## src/rtl/reg_op_sequencer.sv

```systemverilog
// reg_op_sequencer: multi-cycle register-register instruction sequencer.
// Accepts one packed instruction per handshake, then walks READ -> EXEC -> WB.
// In those three states it reads two registers, runs a 2-bit-opcode ALU and
// writes the result back to rd. It owns all register-file address and write
// signals.
module reg_op_sequencer #(
  parameter int DATA_W  = 8,
  parameter int ADDR_W  = 2,
  parameter int COUNT_W = 8,
  localparam int INSTR_W = 2 + 3*ADDR_W
) (
  input  logic               clk,
  input  logic               reset_n,
  input  logic               instr_valid,
  input  logic [INSTR_W-1:0] instr_data,
  output logic               instr_ready,
  output logic [ADDR_W-1:0]  rs1,
  output logic [ADDR_W-1:0]  rs2,
  output logic [ADDR_W-1:0]  rd,
  output logic               write_en,
  output logic [DATA_W-1:0]  write_data,
  input  logic [DATA_W-1:0]  read_data1,
  input  logic [DATA_W-1:0]  read_data2,
  output logic               zero_flag,
  output logic               carry_flag,
  output logic               done,
  output logic [COUNT_W-1:0] retired_count
);

  typedef enum logic [1:0] {S_IDLE, S_READ, S_EXEC, S_WB} state_t;

  localparam logic [1:0] OP_ADD = 2'b00;
  localparam logic [1:0] OP_SUB = 2'b01;
  localparam logic [1:0] OP_AND = 2'b10;
  localparam logic [1:0] OP_OR  = 2'b11;

  state_t              r_state;
  state_t              w_next;
  logic [INSTR_W-1:0]  r_instr;
  logic [DATA_W-1:0]   r_a;
  logic [DATA_W-1:0]   r_b;
  logic [1:0]          w_op;
  logic [DATA_W:0]     w_sum;
  logic [DATA_W:0]     w_diff;
  logic [DATA_W-1:0]   w_res;
  logic                w_carry;
  logic                w_accept;

  // Handshake and register-file addressing are decoded from registered state
  // only. The ready signal never depends combinationally on instr_valid.
  assign instr_ready = (r_state == S_IDLE);
  assign w_accept    = instr_ready & instr_valid;
  assign w_op        = r_instr[INSTR_W-1 -: 2];
  assign rd          = r_instr[3*ADDR_W-1 -: ADDR_W];
  assign rs1         = r_instr[2*ADDR_W-1 -: ADDR_W];
  assign rs2         = r_instr[ADDR_W-1:0];
  assign write_en    = (r_state == S_WB);
  assign done        = (r_state == S_WB);

  // State register
  always_ff @(posedge clk or negedge reset_n) begin
    if (!reset_n) r_state <= S_IDLE;
    else          r_state <= w_next;
  end

  // Next-state: IDLE waits for a handshake; the other states advance one per cycle
  always_comb begin
    w_next = r_state;
    case (r_state)
      S_IDLE:  if (w_accept) w_next = S_READ;
      S_READ:  w_next = S_EXEC;
      S_EXEC:  w_next = S_WB;
      S_WB:    w_next = S_IDLE;
      default: w_next = S_IDLE;
    endcase
  end

  // Capture the instruction on accept; the addresses hold until the next accept
  always_ff @(posedge clk or negedge reset_n) begin
    if (!reset_n)      r_instr <= '0;
    else if (w_accept) r_instr <= instr_data;
  end

  // Sample the register-file read ports at the end of READ
  always_ff @(posedge clk or negedge reset_n) begin
    if (!reset_n) begin
      r_a <= '0;
      r_b <= '0;
    end else if (r_state == S_READ) begin
      r_a <= read_data1;
      r_b <= read_data2;
    end
  end

  // ALU: the extra MSB of the sum is the carry; for the difference it is the borrow
  always_comb begin
    w_sum   = {1'b0, r_a} + {1'b0, r_b};
    w_diff  = {1'b0, r_a} - {1'b0, r_b};
    w_res   = '0;
    w_carry = 1'b0;
    case (w_op)
      OP_ADD: begin
        w_res   = w_sum[DATA_W-1:0];
        w_carry = w_sum[DATA_W];
      end
      OP_SUB: begin
        w_res   = w_diff[DATA_W-1:0];
        w_carry = w_diff[DATA_W];
      end
      OP_AND:  w_res = r_a & r_b;
      OP_OR:   w_res = r_a | r_b;
      default: w_res = '0;
    endcase
  end

  // Register the result and flags at the EXEC->WB edge; hold them otherwise
  always_ff @(posedge clk or negedge reset_n) begin
    if (!reset_n) begin
      write_data <= '0;
      zero_flag  <= 1'b0;
      carry_flag <= 1'b0;
    end else if (r_state == S_EXEC) begin
      write_data <= w_res;
      zero_flag  <= (w_res == '0);
      carry_flag <= w_carry;
    end
  end

  // Count retired instructions at the end of WB; the counter wraps naturally
  always_ff @(posedge clk or negedge reset_n) begin
    if (!reset_n)              retired_count <= '0;
    else if (r_state == S_WB)  retired_count <= retired_count + 1'b1;
  end

endmodule

```

## config.mk

```make
export PLATFORM = sky130hd
export DESIGN_NAME = reg_op_sequencer
export DESIGN_NICKNAME = d
export VERILOG_FILES = /design/src/rtl/reg_op_sequencer.sv
export SDC_FILE = /design/constraint.sdc
export NUM_CORES = 1
export LEC_CHECK = 0
export CAP_MARGIN = 20
export CORE_AREA = 2 2 90 75
export CTS_CLUSTER_SIZE = 10
export DETAILED_ROUTE_END_ITERATION = 8
export DIE_AREA = 0 0 92 77
export PLACE_DENSITY = 0.74
export SKIP_LAST_GASP = 1
export SLEW_MARGIN = 20
export SYNTH_ARGS = -nofsm -noshare
export SYNTH_HDL_FRONTEND = slang
export SYNTH_SLANG_ARGS = --single-unit
```

## constraint.sdc

```tcl
create_clock -name clk -period 2.1 [get_ports clk]
set_input_delay 0.525 -clock clk [delete_from_list [all_inputs] [get_ports clk]]
set_output_delay 0.525 -clock clk [all_outputs]
set_load 0.02 [all_outputs]
```

Fig. 1: local utilization
(4 px per um) The die is cut into 9 by 8 equal tiles; dark blue is low, red is high, 0 to 100% covered.
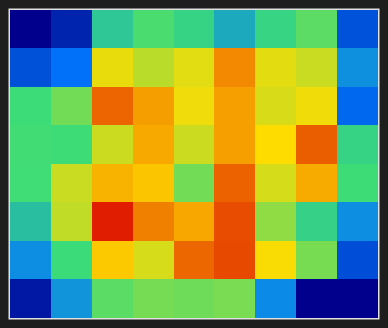
fullest tile: 97%
nearly empty tiles: 4.2%
tiles over 75% full: 26%
mean over tiles: 57%
Pre-Place Util: 45.4%
post-layout util: 66.9%
core area: 0.00618 mm2

Fig. 2: placement view
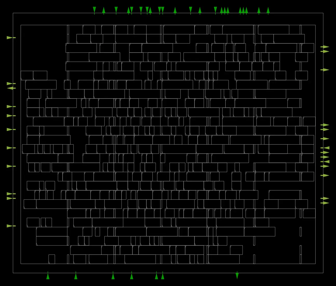
flop count: 44
# Taps: 84

Fig. 3: nets reached from selected ports
(4 px per um)
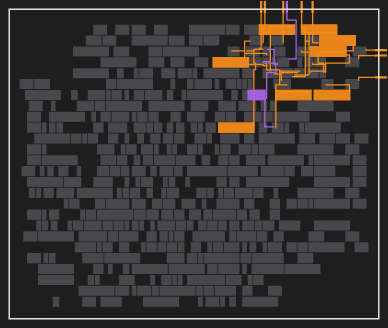
[orange] retired_count | bits: 8 | direction: output | edge: 5 north, 3 east | end cells: 8 | buffers: 8 | wire: 246 um
[purple] write_en | bits: 1 | direction: output | edge: north | end cells: 1 | buffers: 1 | wire: 47.7 um

==> summary.txt <==
run results: outcome=finished with violations, failing checks=negative setup slack, CP top delay family=simple AND/OR/NAND/NOR gates, worst path arrival time=2.44 ns, chip width=92 um, number of global-route vias before repair=2205, grt met2 use=28.1%, clk_skew=0.00594 ns, unrepaired setup endpoints after global routing=yes, PortBufs=53, post-CTS setup buffers=2, endpoint class of the critical path=flip-flop, GRT Max-Usage Layer=met1, HPWL after DPL=4990 um, Rel. slew slack=63.4%, first-pass GRT wire length=10800 um, Fmax=445 MHz, Root Driver=clkbuf_8, # DRC=0, floorplan row count=26, Placed Instances=460, CP Max Fanout=3, count of tool warnings=48, Top cell excl fill/tap=buf_4, DR pass1 iterations=4, r2r setup slk=-0.15 ns, Non-Filler Instances=475, Reg clk slew, reported paths=0.09 ns, Final #Nets=448, Netlist cell types=50, Post-synth EDFFs=0, Syn Nets=347, Setup WS post-layout=-0.146 ns, post-layout min period=2.25 ns, # hold bufs at CTS=0, Max Cap Viol=0, GR Overflow Total=0, Avg Synthesized Cell Area=9.71 um2, ys flops=44, Total Routing Usage GR=18.8%, IO Pins=54, Crit path depth=8, slew of the pin with the lowest slew margin=0.545 ns, CTS tree=done, synth-to-layout area growth=47.3%, final setup vio count=6, CTS sink count=44, H-tree depth=2, die height=77 um, r2r worst-path depth=8
==> state kept, by name, summed over array words and instances (netlist names) <==
signal and flops:
r_b 8, write_data 8, r_instr 8, r_state 2
carry_flag 1, retired_count 8, zero_flag 1, r_a 8
==> worst reg2reg max path: cells and delay by family, from the launching register on <==
| kind | cells | cell delay [ns] |
|---|---|---|
| simple gates | 3 | 0.80 |
| flops | 1 | 0.35 |
| compound gates | 2 | 0.35 |
| fa+ha+maj | 1 | 0.33 |
| mux | 1 | 0.26 |
| buf+inv | 1 | 0.06 |
==> through the flow <==
stage	area (um2)	utilization [%]	hold WS, ns	TNS, ns	worst slack (ns)
final	4130	66.9	0.163	-0.447	-0.146
after global routing	4130	66.9	0.184	-0.949	-0.219
after CTS	3990	64.6	0.166	-0.345	-0.156
after detailed placement	3770	61.0	0.462	-0.819	-0.282
after global placement	3770	61.0	0.461	-0.694	-0.281
after floorplan	2850	-	0.229	-0.195	-0.147
==> synthesized netlist by cell type, types with 3 or more instances <==
library cell | count | area [um2]
nor2_1 | 12 | 45.0
nand2b_1 | 3 | 18.8
inv_1 | 30 | 113
o31ai_1 | 4 | 30.0
nor3_1 | 4 | 20.0
o21ai_0 | 27 | 135
buf_4 | 7 | 52.6
a211oi_1 | 5 | 37.5
o211ai_1 | 5 | 37.5
xnor2_1 | 6 | 52.6
a21o_1 | 4 | 30.0
xor2_1 | 4 | 35.0
mux2_2 | 14 | 158
dfrtp_1 | 44 | 1100
nand3_1 | 5 | 25.0
clkbuf_1 | 7 | 26.3
nand4_1 | 3 | 18.8
nand2_1 | 30 | 113
ha_1 | 29 | 363
a21oi_1 | 6 | 30.0
==> cells by family (layout without fill, tap and decap cells) <==
| kind of cell | after synthesis | count (layout) | synth area share (%) |
|---|---|---|---|
| AND-OR/OR-AND | 69 | 69 | 16.2 |
| AND/OR/NAND/NOR | 69 | 69 | 11.8 |
| buffers and inverters | 49 | 151 | 8.12 |
| flip-flops | 44 | 44 | 39.3 |
| adder cells (fa/ha/maj) | 31 | 31 | 14.4 |
| multiplexers | 17 | 17 | 7.14 |
| XOR/XNOR | 10 | 10 | 3.12 |
==> report_power, final <==
group          switching [mW]  leakage (nW)  internal [mW]
sequential              0.313         0.539           1.25
combinational            2.65          1.25           2.76
clock                   0.309        0.0548          0.359
==> area by class of cell <==
type | instances | area [um2]
clock buffers | 5 | 68.8
clock inverters | 3 | 46.3
fillers | 487 | 2050
inverters | 30 | 113
multi-input cells | 196 | 1700
flip-flops and latches | 44 | 1100
well taps | 84 | 105
repair buffers | 113 | 996
==> worst max-delay path by stage <==
stage	slack [ns]	end	from
after global placement	-0.28	write_data[7]$_DFFE_PN0P_	r_a[4]$_DFFE_PN0N_
after detailed placement	-0.28	zero_flag$_DFFE_PN0P_	r_b[0]$_DFFE_PN0N_
after floorplan	-0.15	write_data[7]$_DFFE_PN0P_	r_a[3]$_DFFE_PN0N_
after CTS	-0.16	write_data[7]$_DFFE_PN0P_	r_b[3]$_DFFE_PN0N_
final	-0.15	write_data[7]$_DFFE_PN0P_	r_a[5]$_DFFE_PN0N_
after global routing	-0.22	write_data[7]$_DFFE_PN0P_	r_a[1]$_DFFE_PN0N_
Power figures rest on the tool's default switching activity, not on a simulated workload.
